$ cat src/rtl/counter_bank.sv
// Bank of CHANNELS independent WIDTH-bit up/down counters with limit, wrap/saturate, load and terminal-count pulse.
// Optional shared step prescaler enabled by defining COUNTER_BANK_PRESCALE_EN.
module counter_bank #(
  parameter int WIDTH    = 8,
  parameter int CHANNELS = 4,
  parameter int PRESCALE = 4
) (
  input  logic                      clk,
  input  logic                      rst_n,
  input  logic [CHANNELS-1:0]       cen,
  input  logic [CHANNELS-1:0]       dir,
  input  logic [CHANNELS-1:0]       sat,
  input  logic [CHANNELS-1:0]       wen,
  input  logic [CHANNELS*WIDTH-1:0] dat,
  input  logic [CHANNELS*WIDTH-1:0] lim,
  output logic [CHANNELS*WIDTH-1:0] o_cnt,
  output logic [CHANNELS-1:0]       o_tc
);

  function automatic logic [WIDTH-1:0] clamp_load(input logic [WIDTH-1:0] d,
                                                  input logic [WIDTH-1:0] l);
    return (d > l) ? l : d;
  endfunction

  // Returns {tc, next_count}; boundary is detected before the arithmetic so no step overflows.
  function automatic logic [WIDTH:0] step_count(input logic [WIDTH-1:0] c,
                                                input logic [WIDTH-1:0] l,
                                                input logic             up,
                                                input logic             s);
    logic [WIDTH:0] r;
    if (up) begin
      if (c >= l) r = {1'b1, (s ? l : {WIDTH{1'b0}})};
      else        r = {1'b0, c + 1'b1};
    end else begin
      if (c == '0) r = {1'b1, (s ? {WIDTH{1'b0}} : l)};
      else         r = {1'b0, c - 1'b1};
    end
    return r;
  endfunction

  logic tick;

`ifdef COUNTER_BANK_PRESCALE_EN
  localparam int PW = (PRESCALE > 1) ? $clog2(PRESCALE) : 1;
  localparam logic [PW-1:0] PRE_LAST = PW'(PRESCALE - 1);

  logic [PW-1:0] pre_p0;

  always_ff @(posedge clk) begin
    if (!rst_n)                pre_p0 <= '0;
    else if (pre_p0 == PRE_LAST) pre_p0 <= '0;
    else                       pre_p0 <= pre_p0 + 1'b1;
  end

  assign tick = (pre_p0 == PRE_LAST);
`else
  assign tick = 1'b1;
`endif

  for (genvar i = 0; i < CHANNELS; i++) begin : g_ch
    logic [WIDTH-1:0] cnt_p0;
    logic             tc_p0;
    logic [WIDTH-1:0] lim_i;
    logic [WIDTH-1:0] dat_i;

    assign lim_i = lim[i*WIDTH +: WIDTH];
    assign dat_i = dat[i*WIDTH +: WIDTH];

    // Stage p0: per-channel count and terminal-count registers
    always_ff @(posedge clk) begin
      if (!rst_n) begin
        cnt_p0 <= '0;
        tc_p0  <= 1'b0;
      end else if (wen[i]) begin
        cnt_p0 <= clamp_load(dat_i, lim_i);
        tc_p0  <= 1'b0;
      end else if (cen[i] && tick) begin
        {tc_p0, cnt_p0} <= step_count(cnt_p0, lim_i, dir[i], sat[i]);
      end else begin
        tc_p0  <= 1'b0;
      end
    end

    assign o_cnt[i*WIDTH +: WIDTH] = cnt_p0;
    assign o_tc[i]                 = tc_p0;
  end

endmodule
$ cat config.mk
export PLATFORM = sky130hd
export DESIGN_NAME = counter_bank
export DESIGN_NICKNAME = d
export VERILOG_FILES = /design/src/rtl/counter_bank.sv
export SDC_FILE = /design/constraint.sdc
export NUM_CORES = 1
export LEC_CHECK = 0
export ABC_AREA = 1
export ABC_CLOCK_PERIOD_IN_PS = 3650
export CAP_MARGIN = 20
export CELL_PAD_IN_SITES_DETAIL_PLACEMENT = 0
export CELL_PAD_IN_SITES_GLOBAL_PLACEMENT = 2
export CORE_MARGIN = 3
export CORE_UTILIZATION = 29
export CTS_CLUSTER_DIAMETER = 200
export DETAILED_ROUTE_END_ITERATION = 6
export PLACE_DENSITY = 0.85
export SYNTH_ARGS = -nofsm -noshare
export SYNTH_HDL_FRONTEND = slang
export SYNTH_SLANG_ARGS = --single-unit
$ cat constraint.sdc
create_clock -name clk -period 3.65 [get_ports clk]
set_clock_uncertainty 0.2 [all_clocks]
set_input_delay 0.5475 -clock clk [delete_from_list [all_inputs] [get_ports clk]]
set_output_delay 0.5475 -clock clk [all_outputs]
set_load 0.02 [all_outputs]
run_1/wires.png
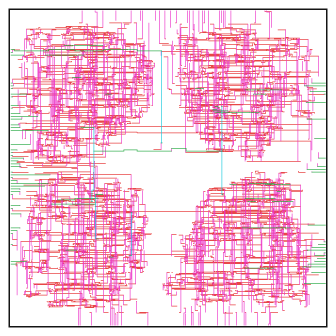
[metal 4] cyan | wire length: 168 um
[metal 3] green | wire length: 760 um
[metal 2] magenta | wire length: 9960 um
[metal 1] red | wire length: 11000 um

run_1/placement_by_type.png
Fill, decap, tap and diode cells in gray.
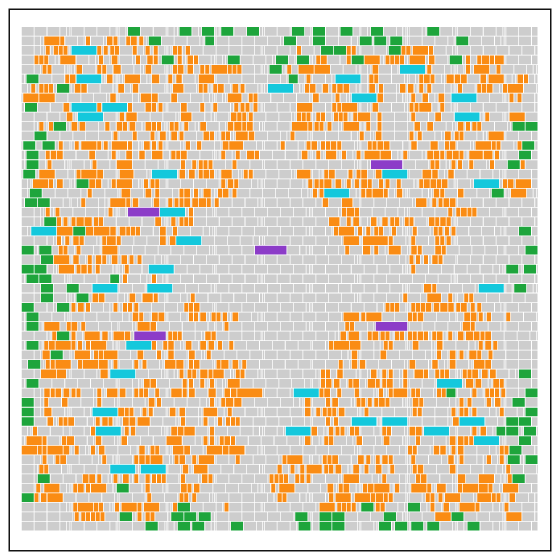
[other buffers and delay cells] green | cells: 122 | share of their area: 16%
[clock drivers] purple | cells: 5 | share of their area: 1.7%
[flops] cyan | cells: 36 | share of their area: 9.5%
[combinational and other logic] orange | cells: 1084 | share of their area: 73%

==> Changelog: implementation, run 1 <==
### Physical design

- Status: complete, no violations
- Synthesized flop and latch total: 36
- Total track usage: 18.0%
- Hpwl dp: 17600 um
- Fa+ha+maj area frac: 14.9%
- Multi-input comb cells: 922
- Vias: 7298
- Wire per inst: 14.4 um
- Num CTS Buffers: 5
- Cycle use final: 74.0%
- Clk pwr share: 18.9%
- Area of the multi-input gates: 4910 um^2
- Total detailed-routing wirelength: 21800 um
- OpenROAD warning count: 34
- Area share, top type: 20.6%
- Most frequent cells in the layout: nand2_1, inv_1, nand3_1, nor2_1, clkdlybuf4s50_1
- Worst path max stage delay: 0.50 ns
- Post-cts hold-fix buffer tally: 0
- DRC Markers: 0
- Grt total ovfl: 0
- Worst Path Max Fanout: 11
- Hold_ws: 0.409 ns
- Total number of yosys warnings: 0
- DP Worst Slack: 0.640 ns
- Chip Area: 23800 um^2
- Nets: 1407
- DR top layer: met4
- Post-layout util: 37.2%
- Top cells, area: nand2_1, ha_1, dfxtp_1, nand3_1, inv_1
- Dpl cells: 1517
- Power per Cell Area: 280 nW/um^2
- Inverters: 162
- Tap cells: 275
- Final hold violation count: 0
- Yosys cell count: 1145
- # H-tree levels: 2
- EDFF count, synth: 0
- Synth cell types: 35
- CTS tree: done
- Critical-path cell list: clkdlybuf4s50_1 -> inv_1 -> ha_1 -> nand2_1 -> nor2_1 -> nand4_1 -> nand2_1 -> nand2_1 -> nand3_1 -> nand3_1 -> nand2_1 -> inv_1
- Sum of negative setup slack: 0 ns
- Endpoint of the worst hold path: g_ch[3].cnt_p0[0]$_SDFFE_PN0P_
- Peak Freq: 0.370 GHz
- Most frequent cell after synthesis: nand2_1
- FF-to-FF Start: g_ch[0].cnt_p0[0]$_SDFFE_PN0P_
- Layout clock buffers: 5
- Worst-path clk slew: 0.06 ns
- Final setup vio count: 0
- Non-CTS buffers: 122
- Init Core Util: 30.0%
- Layout area overhead: 24.1%
- Top cells by count, synth: nand2_1, inv_1, nand3_1, nor2_1, ha_1
- Int Power: 1.18 mW
- Syn nets: 1303
- Top cell class by occupied area: multi-input combinational cells
- Comb pwr share: 57.0%
- Non-clk buf share: 15.3%
- Worst relative slew slack: 57.4%
- Top non-seq family: simple AND/OR/NAND/NOR gates
- Max cap viols: 0
- CTS sink cnt: 36
- Met3 wire len: 759 um
- Vias in the first global route: 6857
- Most used cell, CP: nand2_1
- I/O pins: 118
- First-pass GRT wire length: 35500 um
- IO buf count: 117
- DRT antenna net count: 0
- WP data arrival: 2.69 ns
- Clk latency late pin: 0.29 ns
- Worst Hold Depth: 2
- Crit path max-delay cell type: clkdlybuf4s50_1
- Reg-to-Reg End: g_ch[0].cnt_p0[4]$_SDFFE_PN0P_
- Post-cts sizing count: 0
run_1/placement.png
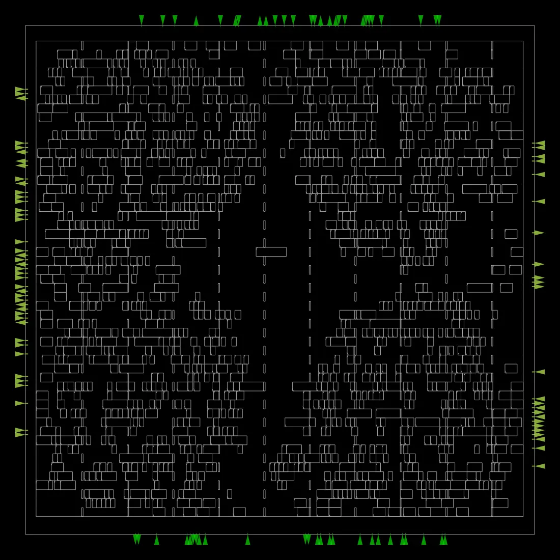
Placeable Area: 21300 um^2
Finished Layout Cells: 1522
Flops: 36
num rows: 53
register share of the cell area: 9.10%

==> run 1: metal layers <==
| metal | track usage [%] | up-vias |
|---|---|---|
| li1 | - | 3879 |
| met1 | 25.7 | 3278 |
| met2 | 29.5 | 128 |
| met3 | 2.32 | 13 |
| met4 | 2.82 | 0 |
| met5 | 0 | - |
==> run 1: power groups by stage <==
stage	clock network [mW]	registers (mW)	logic, mW
2_1_floorplan	0	0.543	0.842
3_3_place_gp	0	0.548	1.27
3_5_place_dp	0	0.544	1.27
4_1_cts	0.438	0.536	1.27
5_1_grt	0.452	0.545	1.44
6_report	0.419	0.535	1.26
==> run 1: registers in the layout (all words and copies together), names as in the netlist <==
name,cells
g_ch.cnt_p0,32
g_ch.tc_p0,4
==> run 1 -> run 2 <==
ABC_CLOCK_PERIOD_IN_PS = 2700   (was 3650)
CORE_UTILIZATION = 27   (was 29)
PLACE_DENSITY = 0.8   (was 0.85)
clock period = 2.7 ns   (was 3.65 ns; I/O delays follow)
run_2/io_placement.png
Pins as bars across the die edge, other pins in gray.
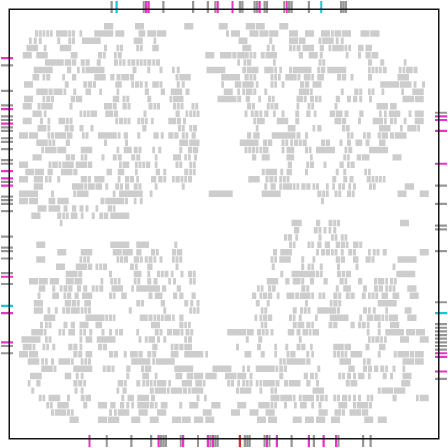
[`rst_n`] red | pins: 1 | direction: input | edge: bottom
[`lim`] magenta | pins: 32 | direction: input | edge: 10 bottom, 9 left, 7 right, 6 top
[`sat`] cyan | pins: 4 | direction: input | edge: 2 top, 1 right, 1 left
all pins by edge: 35 left, 32 bottom, 27 top, 24 right

run_2/clk_routes.png
The bar under the picture is 50 um long.
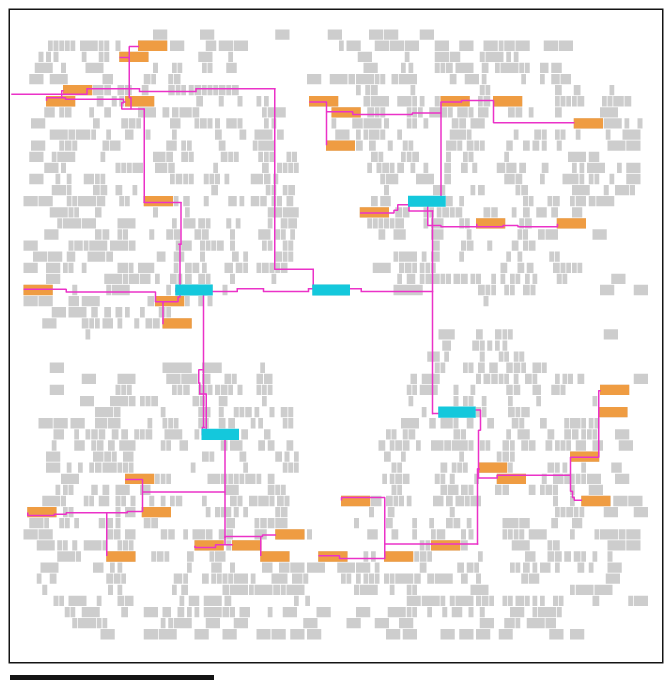
[clock wires] magenta | length: 929 um
[flip-flops] orange | count: 36
[clock drivers] cyan | count: 5
flops lie: all over the die

run_2/placement_by_type.png
Fill, decap, tap and diode cells in gray.
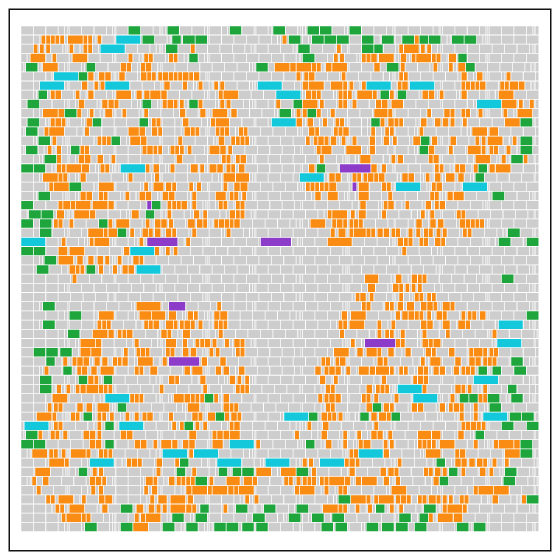
[other buffers and delay cells] green | cells: 180 | share of their area: 20%
[flops] cyan | cells: 36 | share of their area: 9.0%
[combinational and other logic] orange | cells: 1084 | share of their area: 69%
[clock drivers and dummy loads] purple | cells: 8 | share of their area: 1.8%

==> Changelog: implementation, run 2 <==
### Physical design

- Status: complete, no violations
- Placeable Area: 22900 um^2
- M2 GR Usage: 29.9%
- Met3 wire len: 863 um
- Largest reg by FF count: g_ch.cnt_p0
- Nets: 1465
- Int Power: 1.71 mW
- Dpl cells: 1613
- DRC Markers: 0
- Total number of yosys warnings: 0
- Hpwl dp: 18700 um
- Chip Area: 25500 um^2
- Sum of negative setup slack: 0 ns
- Area share, top type: 20.6%
- Yosys cell count: 1145
- Endpoint of the worst hold path: g_ch[3].cnt_p0[0]$_SDFFE_PN0P_
- Most frequent cell after synthesis: nand2_1
- Clk latency late pin: 0.29 ns
- IO buf count: 117
- Cycle use final: 88.4%
- Worst relative slew slack: 55.3%
- Vias in the first global route: 7343
- Largest register FFs: 32
- Reg-to-Reg End: g_ch[0].cnt_p0[7]$_SDFFE_PN0P_
- Largest regs: g_ch.cnt_p0 x32, g_ch.tc_p0 x4
- Worst path max stage delay: 0.54 ns
- Critical-path cell list: clkdlybuf4s50_1 -> inv_1 -> ha_1 -> nand2_1 -> nor2_2 -> nand4_2 -> nand2_2 -> nand2_1 -> o21ai_0 -> nand2_1 -> a21oi_1
- Top non-seq family: simple AND/OR/NAND/NOR gates
- # H-tree levels: 2
- Total detailed-routing wirelength: 22900 um
- Crit path max-delay cell type: clkdlybuf4s50_1
- Max cap viols: 0
- Total track usage: 17.9%
- Seq pwr: 677 uW
- Fa+ha+maj area frac: 14.9%
- DP Worst Slack: 0.0388 ns
- Vias: 7504
- DRT antenna net count: 0
- Synth cell types: 35
==> run 2: cell counts after synthesis <==
Identical to the previous run, type by type.
==> run 2: cell families after synthesis <==
group | count (synthesis)
simple gates | 672
flops | 36
fa+ha+maj | 76
compound gates | 156
buf+inv | 187
xor+xnor | 18
==> run 2: layout make-up <==
| class | count | area, um^2 |
|---|---|---|
| clock buffers | 8 | 146 |
| fillers | 2565 | 14500 |
| inverters | 162 | 608 |
| multi-input cells | 922 | 4910 |
| flip-flops and latches | 36 | 721 |
| well taps | 313 | 392 |
| repair buffers | 180 | 1640 |
==> run 2: worst max-delay path, delay by kind of cell <==
kind | cells | cell delay (ns)
AND/OR/NAND/NOR | 6 | 0.85
adder cells (fa/ha/maj) | 1 | 0.30
buffers and inverters | 2 | 0.65
AND-OR/OR-AND | 2 | 0.21
Power figures rest on the tool's default switching activity, not on a simulated workload.
